Fig. 1: clock distribution
Scale: 2 px per um.
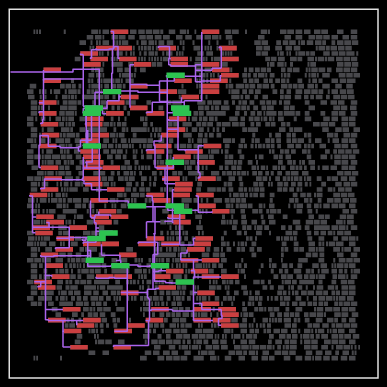
Fig. 2: wires at chosen ports, followed through buffers
Scale: 2 px per um.
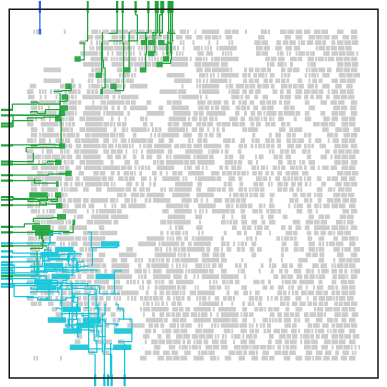
Fig. 3: the metal 3 layer
Scale: 2 px per um.
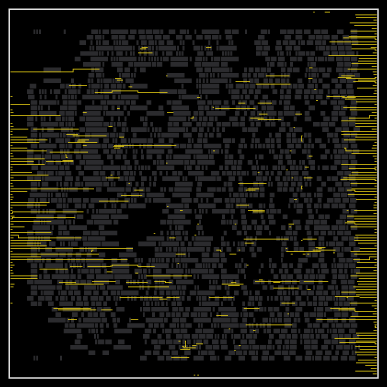
Fig. 4: clock nets
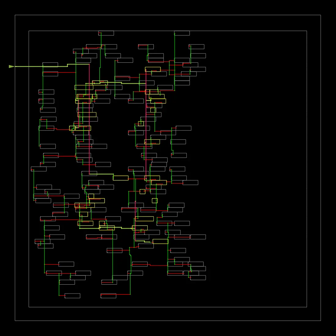
## src/rtl/ddr3_stress_seq.sv

```systemverilog
// DDR3 user-interface stress sequencer: controller init, pattern write, read-back compare.
// Optional first-mismatch capture ports are built when DDR3_STRESS_ERR_CAPTURE_EN is defined.
module ddr3_stress_seq #(
    parameter int unsigned ADDR_STEP   = 8,
    parameter int unsigned BEATS       = 2,
    parameter logic [3:0]  CMD_WR      = 4'b0010,
    parameter logic [3:0]  CMD_RD      = 4'b0001,
    parameter int unsigned TIMEOUT_CYC = 1023
) (
    input  logic         sclk,
    input  logic         rst,
    input  logic         start,
    input  logic [31:0]  seed,
    input  logic [27:0]  base_addr,
    input  logic [15:0]  cmd_count,
    output logic         busy,
    output logic         done,
    output logic         pass,
    output logic [15:0]  err_count,
    output logic         timeout,
    output logic         init_start,
    input  logic         init_done,
    output logic [3:0]   cmd,
    output logic [27:0]  addr,
    output logic [4:0]   cmd_burst_cnt,
    output logic         ofly_burst_len,
    output logic         cmd_valid,
    input  logic         cmd_rdy,
    input  logic         datain_rdy,
    output logic [127:0] write_data,
    output logic [15:0]  data_mask,
    input  logic [127:0] read_data,
    input  logic         read_data_valid
`ifdef DDR3_STRESS_ERR_CAPTURE_EN
    ,
    output logic [27:0]  err_addr,
    output logic [127:0] err_exp,
    output logic [127:0] err_got
`endif
);

    localparam int BW = (BEATS > 1) ? $clog2(BEATS) : 1;
    localparam int TW = $clog2(TIMEOUT_CYC + 1);

    localparam logic [2:0] S_IDLE    = 3'd0;
    localparam logic [2:0] S_INIT    = 3'd1;
    localparam logic [2:0] S_WR_CMD  = 3'd2;
    localparam logic [2:0] S_WR_DATA = 3'd3;
    localparam logic [2:0] S_RD_CMD  = 3'd4;
    localparam logic [2:0] S_RD_WAIT = 3'd5;
    localparam logic [2:0] S_DONE    = 3'd6;

    logic [2:0]    state_q;
    logic [16:0]   idx_q;
    logic [16:0]   total_q;
    logic [31:0]   seed_q;
    logic [27:0]   base_q;
    logic [BW-1:0] beat_q;
    logic [TW-1:0] timer_q;
    logic [15:0]   err_count_q;
    logic          timeout_q;
    logic          pass_q;
    logic          busy_q;
    logic          done_q;
    logic          init_start_q;
    logic          init_fired_q;

    logic [31:0]   pat_v;
    logic [127:0]  exp_beat;
    logic [27:0]   addr_c;
    logic          in_wr_data;
    logic          in_rd_wait;
    logic          beat_hit;
    logic          mismatch;
    logic          timed_out;
    logic          last_beat;
    logic          cmd_done;
    logic          last_cmd;
    logic [16:0]   err_add;
    logic [16:0]   err_sum;
    logic [15:0]   err_next;
    logic          timeout_next;

    // Beat pattern and address are functions of the current command index and beat.
    assign pat_v    = seed_q + 32'(idx_q) * 32'(BEATS) + 32'(beat_q);
    assign exp_beat = {pat_v, ~pat_v, pat_v, ~pat_v};
    assign addr_c   = base_q + 28'(32'(idx_q) * ADDR_STEP);

    assign in_wr_data = (state_q == S_WR_DATA);
    assign in_rd_wait = (state_q == S_RD_WAIT);
    assign beat_hit   = (in_wr_data & datain_rdy) | (in_rd_wait & read_data_valid);
    assign mismatch   = in_rd_wait & read_data_valid & (read_data != exp_beat);
    assign timed_out  = (in_wr_data | in_rd_wait) & ~beat_hit &
                        (timer_q == TW'(TIMEOUT_CYC - 1));
    assign last_beat  = (beat_q == BW'(BEATS - 1));
    assign cmd_done   = (beat_hit & last_beat) | timed_out;
    assign last_cmd   = ((idx_q + 17'd1) == total_q);

    // A timeout charges every beat of the command that never arrived.
    always_comb begin
        err_add = 17'd0;
        if (mismatch)
            err_add = 17'd1;
        else if (timed_out)
            err_add = 17'(BEATS) - 17'(beat_q);
        err_sum      = {1'b0, err_count_q} + err_add;
        err_next     = err_sum[16] ? 16'hFFFF : err_sum[15:0];
        timeout_next = timeout_q | timed_out;
    end

    always_ff @(posedge sclk or posedge rst) begin
        if (rst) begin
            state_q      <= S_IDLE;
            idx_q        <= '0;
            total_q      <= '0;
            seed_q       <= '0;
            base_q       <= '0;
            beat_q       <= '0;
            timer_q      <= '0;
            err_count_q  <= '0;
            timeout_q    <= 1'b0;
            pass_q       <= 1'b0;
            busy_q       <= 1'b0;
            done_q       <= 1'b0;
            init_start_q <= 1'b0;
            init_fired_q <= 1'b0;
        end else begin
            case (state_q)
                S_IDLE: begin
                    if (start) begin
                        seed_q      <= seed;
                        base_q      <= base_addr;
                        total_q     <= (cmd_count == 16'd0) ? 17'h10000 : {1'b0, cmd_count};
                        idx_q       <= '0;
                        beat_q      <= '0;
                        timer_q     <= '0;
                        err_count_q <= '0;
                        timeout_q   <= 1'b0;
                        pass_q      <= 1'b0;
                        busy_q      <= 1'b1;
                        if (init_done) begin
                            state_q <= S_WR_CMD;
                        end else begin
                            state_q <= S_INIT;
                            if (!init_fired_q) begin
                                init_start_q <= 1'b1;
                                init_fired_q <= 1'b1;
                            end
                        end
                    end
                end
                S_INIT: begin
                    if (init_done) begin
                        init_start_q <= 1'b0;
                        state_q      <= S_WR_CMD;
                    end
                end
                S_WR_CMD, S_RD_CMD: begin
                    if (cmd_rdy) begin
                        beat_q  <= '0;
                        timer_q <= '0;
                        state_q <= (state_q == S_WR_CMD) ? S_WR_DATA : S_RD_WAIT;
                    end
                end
                S_WR_DATA, S_RD_WAIT: begin
                    err_count_q <= err_next;
                    timeout_q   <= timeout_next;
                    if (cmd_done) begin
                        beat_q  <= '0;
                        timer_q <= '0;
                        if (last_cmd) begin
                            idx_q <= '0;
                            if (in_wr_data) begin
                                state_q <= S_RD_CMD;
                            end else begin
                                state_q <= S_DONE;
                                done_q  <= 1'b1;
                                busy_q  <= 1'b0;
                                pass_q  <= (err_next == 16'd0) && !timeout_next;
                            end
                        end else begin
                            idx_q   <= idx_q + 17'd1;
                            state_q <= in_wr_data ? S_WR_CMD : S_RD_CMD;
                        end
                    end else if (beat_hit) begin
                        beat_q  <= beat_q + 1'b1;
                        timer_q <= '0;
                    end else begin
                        timer_q <= timer_q + 1'b1;
                    end
                end
                S_DONE: begin
                    done_q  <= 1'b0;
                    state_q <= S_IDLE;
                end
                default: state_q <= S_IDLE;
            endcase
        end
    end

`ifdef DDR3_STRESS_ERR_CAPTURE_EN
    logic          err_seen_q;
    logic [27:0]   err_addr_q;
    logic [127:0]  err_exp_q;
    logic [127:0]  err_got_q;

    always_ff @(posedge sclk or posedge rst) begin
        if (rst) begin
            err_seen_q <= 1'b0;
            err_addr_q <= '0;
            err_exp_q  <= '0;
            err_got_q  <= '0;
        end else if (state_q == S_IDLE && start) begin
            err_seen_q <= 1'b0;
            err_addr_q <= '0;
            err_exp_q  <= '0;
            err_got_q  <= '0;
        end else if (mismatch && !err_seen_q) begin
            err_seen_q <= 1'b1;
            err_addr_q <= addr_c;
            err_exp_q  <= exp_beat;
            err_got_q  <= read_data;
        end
    end

    assign err_addr = err_addr_q;
    assign err_exp  = err_exp_q;
    assign err_got  = err_got_q;
`endif

    assign busy           = busy_q;
    assign done           = done_q;
    assign pass           = pass_q;
    assign err_count      = err_count_q;
    assign timeout        = timeout_q;
    assign init_start     = init_start_q;
    assign cmd_valid      = (state_q == S_WR_CMD) || (state_q == S_RD_CMD);
    assign cmd            = (state_q == S_WR_CMD) ? CMD_WR :
                            (state_q == S_RD_CMD) ? CMD_RD : 4'd0;
    assign addr           = addr_c;
    assign write_data     = in_wr_data ? exp_beat : 128'd0;
    assign cmd_burst_cnt  = 5'd1;
    assign ofly_burst_len = 1'b0;
    assign data_mask      = 16'd0;

endmodule

```

## config.mk

```make
export PLATFORM = sky130hd
export DESIGN_NAME = ddr3_stress_seq
export DESIGN_NICKNAME = d
export VERILOG_FILES = /design/src/rtl/ddr3_stress_seq.sv
export SDC_FILE = /design/constraint.sdc
export NUM_CORES = 1
export LEC_CHECK = 0
export CORE_MARGIN = 8
export CORE_UTILIZATION = 42
export DETAILED_ROUTE_END_ITERATION = 7
export PLACE_DENSITY = 0.82
export SYNTH_ARGS = -nofsm -noshare
export SYNTH_HDL_FRONTEND = slang
export SYNTH_SLANG_ARGS = --single-unit
```

## constraint.sdc

```tcl
create_clock -name sclk -period 5.2 [get_ports sclk]
set_input_delay 0.78 -clock sclk [delete_from_list [all_inputs] [get_ports sclk]]
set_output_delay 0.78 -clock sclk [all_outputs]
set_load 0.005 [all_outputs]
```

==> qor.csv <==
stage,metric,value,unit
run_status,status,"finished, violations left",
run_status,violations,negative setup slack,
synth,topCellsByArea,"dfrtp_1 28%, nand2_1 9.4%, buf_4 5.8%",
die,io_pins,415,
run,maxCapViolations,0,
timing,holdWs,0.477,ns
routing,dr_wl_met3,2.93,mm
clock_tree,clock_sink_count,130,
synth,ys_cells,1526,
synth,xor_area_share,6.44,%
die,core_area,0.0277,sq mm
synth,postSynthCellCount,1526,
timing,fmax,167,MHz
cells_and_area,lay_top_cells,"390 x clkdlybuf4s50_1, 289 x nand2_1, 231 x buf_4, 130 x dfrtp_1, 129 x nor2_1",
synth,ys_chip_area,0.0118,sq mm
global_route,antenna_found_initial,3,
die,rows,61,
setup_path,startpoint_type,flop,
timing,setup_slack,-0.782,ns
die,initCoreUtil,42.6,%
global_route,grt_pass1_wl,72.3,mm
timing,worstMarginPinSlew,1.03,ns
timing,setup_viol,17,
synth,ys_warn_count,0,
routing,drc,0,
cells_and_area,fin_nets,2288,
setup_path,cp_max_fo,4,
timing,max_slew_margin,31.0,%
hold_path,hold_class,reg -> reg,
cells_and_area,drive_above_1_share,17.1,%
timing,fin_crit_sh,115,%
place,portBuffers,390,
global_route,grtUsageTotal,26.6,%
die,die-area,0.0337,sq mm
timing,slew_viol_final,0,
Back to the opening pictures, Fig. 1:
Key: red = flip-flops [count 130]; green = clock drivers [count 17]; purple = clock wires [length 1810 um]
There are 18 routed clock nets.

Back to the opening pictures, Fig. 2:
Key: cyan = `err_count` [bits 16, direction output, edge 11 west, 5 south, end cells 16, buffers 16, wire 1180 um]; blue = `ofly_burst_len` [bits 1, direction output, edge north, end cells 1, buffers 0, wire 10.2 um]; green = `addr` [bits 28, direction output, edge 16 west, 12 north, end cells 28, buffers 28, wire 949 um]

Back to the opening pictures, Fig. 3:
The wires run mostly horizontal. The layer carries 2930 um of wire. The layer holds 6.3% of the routed length.

Back to the opening pictures, Fig. 4:
Worst Skew: 0.0133 ns
TritonCTS buffer count: 17

[power by group through the flow]
stage	Sequential (mW)	Combinational [mW]	Clock (mW)
2_1_floorplan	1.55	2.51	0
3_3_place_gp	1.60	4.78	0
3_5_place_dp	1.62	4.86	0
4_1_cts	1.61	4.92	1.29
5_1_grt	1.65	5.33	1.33
6_report	1.61	4.95	1.27
[worst max-delay path, delay by kind of cell, from the launching register on]
kind / cells / cell delay [ns]
adders and majority gates: 4 / 1.19
and+or+nand+nor: 16 / 3.13
buffers and inverters: 3 / 0.27
AOI/OAI and AO/OA: 4 / 0.93
DFF: 1 / 0.36
[sequential cells by signal (all words and copies together), names as in the netlist, 3 cells and up]
name and flops:
idx_q 17, base_q 28, err_count 16, state_q 3
seed_q 32, total_q 17, timer_q 10
[synth_stat cells, types with 8 or more instances]
library cell	instances
nor2_1	135
nor2b_1	33
a21o_1	12
o211ai_1	8
inv_1	40
o22ai_1	12
nor3_1	30
xnor2_1	49
o21a_1	10
nor3b_1	9
nand3_1	46
buf_4	91
and3_1	22
clkbuf_1	55
buf_2	9
mux2i_1	22
nand4_1	15
or2_2	9
xor2_1	30
a21oi_1	60
a22o_1	15
nor4_1	17
nand2b_1	19
or3_1	12
a211oi_1	8
nand2_1	294
ha_1	40
a31oi_1	11
and2_1	9
nor4bb_1	33
mux2_2	10
dfrtp_1	130
o31ai_1	10
o21ai_0	78
[final cells by class]
cell class,instances,area [sq um]
antenna,2,5.00
fill,2437,9730
multi-input combinational,1220,7780
clock inverter,13,174
inverter,40,153
sequential,130,3250
timing repair buffer,625,5680
tap,378,473
clock buffer,19,453
[repair_timing]
item | in CTS | in global routing
resized | 33 | 16
pin swaps | 12 | 15
cloned | 1 | 0
setup buffers | 4 | 6
setup endpoints to repair | 17 | 26
[path summary, 6_finish.rpt]
path                                             from  cells past startpoint                        to  slack (ns)
worst max register to register  seed_q[0]$_DFFE_PP0P_                     27          pass$_DFFE_PP0P_       -0.78
worst max-delay path            seed_q[0]$_DFFE_PP0P_                     27          pass$_DFFE_PP0P_       -0.78
worst min-delay path                 busy$_DFFE_PP0P_                      2          busy$_DFFE_PP0P_        0.48
max in group asynchronous                         rst                      3    timer_q[6]$_DFFE_PP0P_        3.31
min in group asynchronous                         rst                      2  err_count[8]$_DFFE_PP0P_        0.88
worst min register to register       busy$_DFFE_PP0P_                      2          busy$_DFFE_PP0P_        0.48
[routing by layer]
metal / track usage [%] / up-vias
met2: 48.6 / 457
met3: 4.58 / 71
met1: 31.1 / 6400
met4: 8.75 / 2
met5: 0 / -
li1: - / 6361
[metrics by stage]
step	instance area, sq um	setup WS [ns]	cells	TNS [ns]
2_1_floorplan	12000	-0.209	1548	-0.893
3_3_place_gp	17100	-0.862	2385	-11.26
3_5_place_dp	17100	-1.01	2385	-13.11
4_1_cts	17900	-0.786	2422	-9.88
5_1_grt	18000	-1.02	2427	-13.44
6_report	18000	-0.782	2427	-9.93
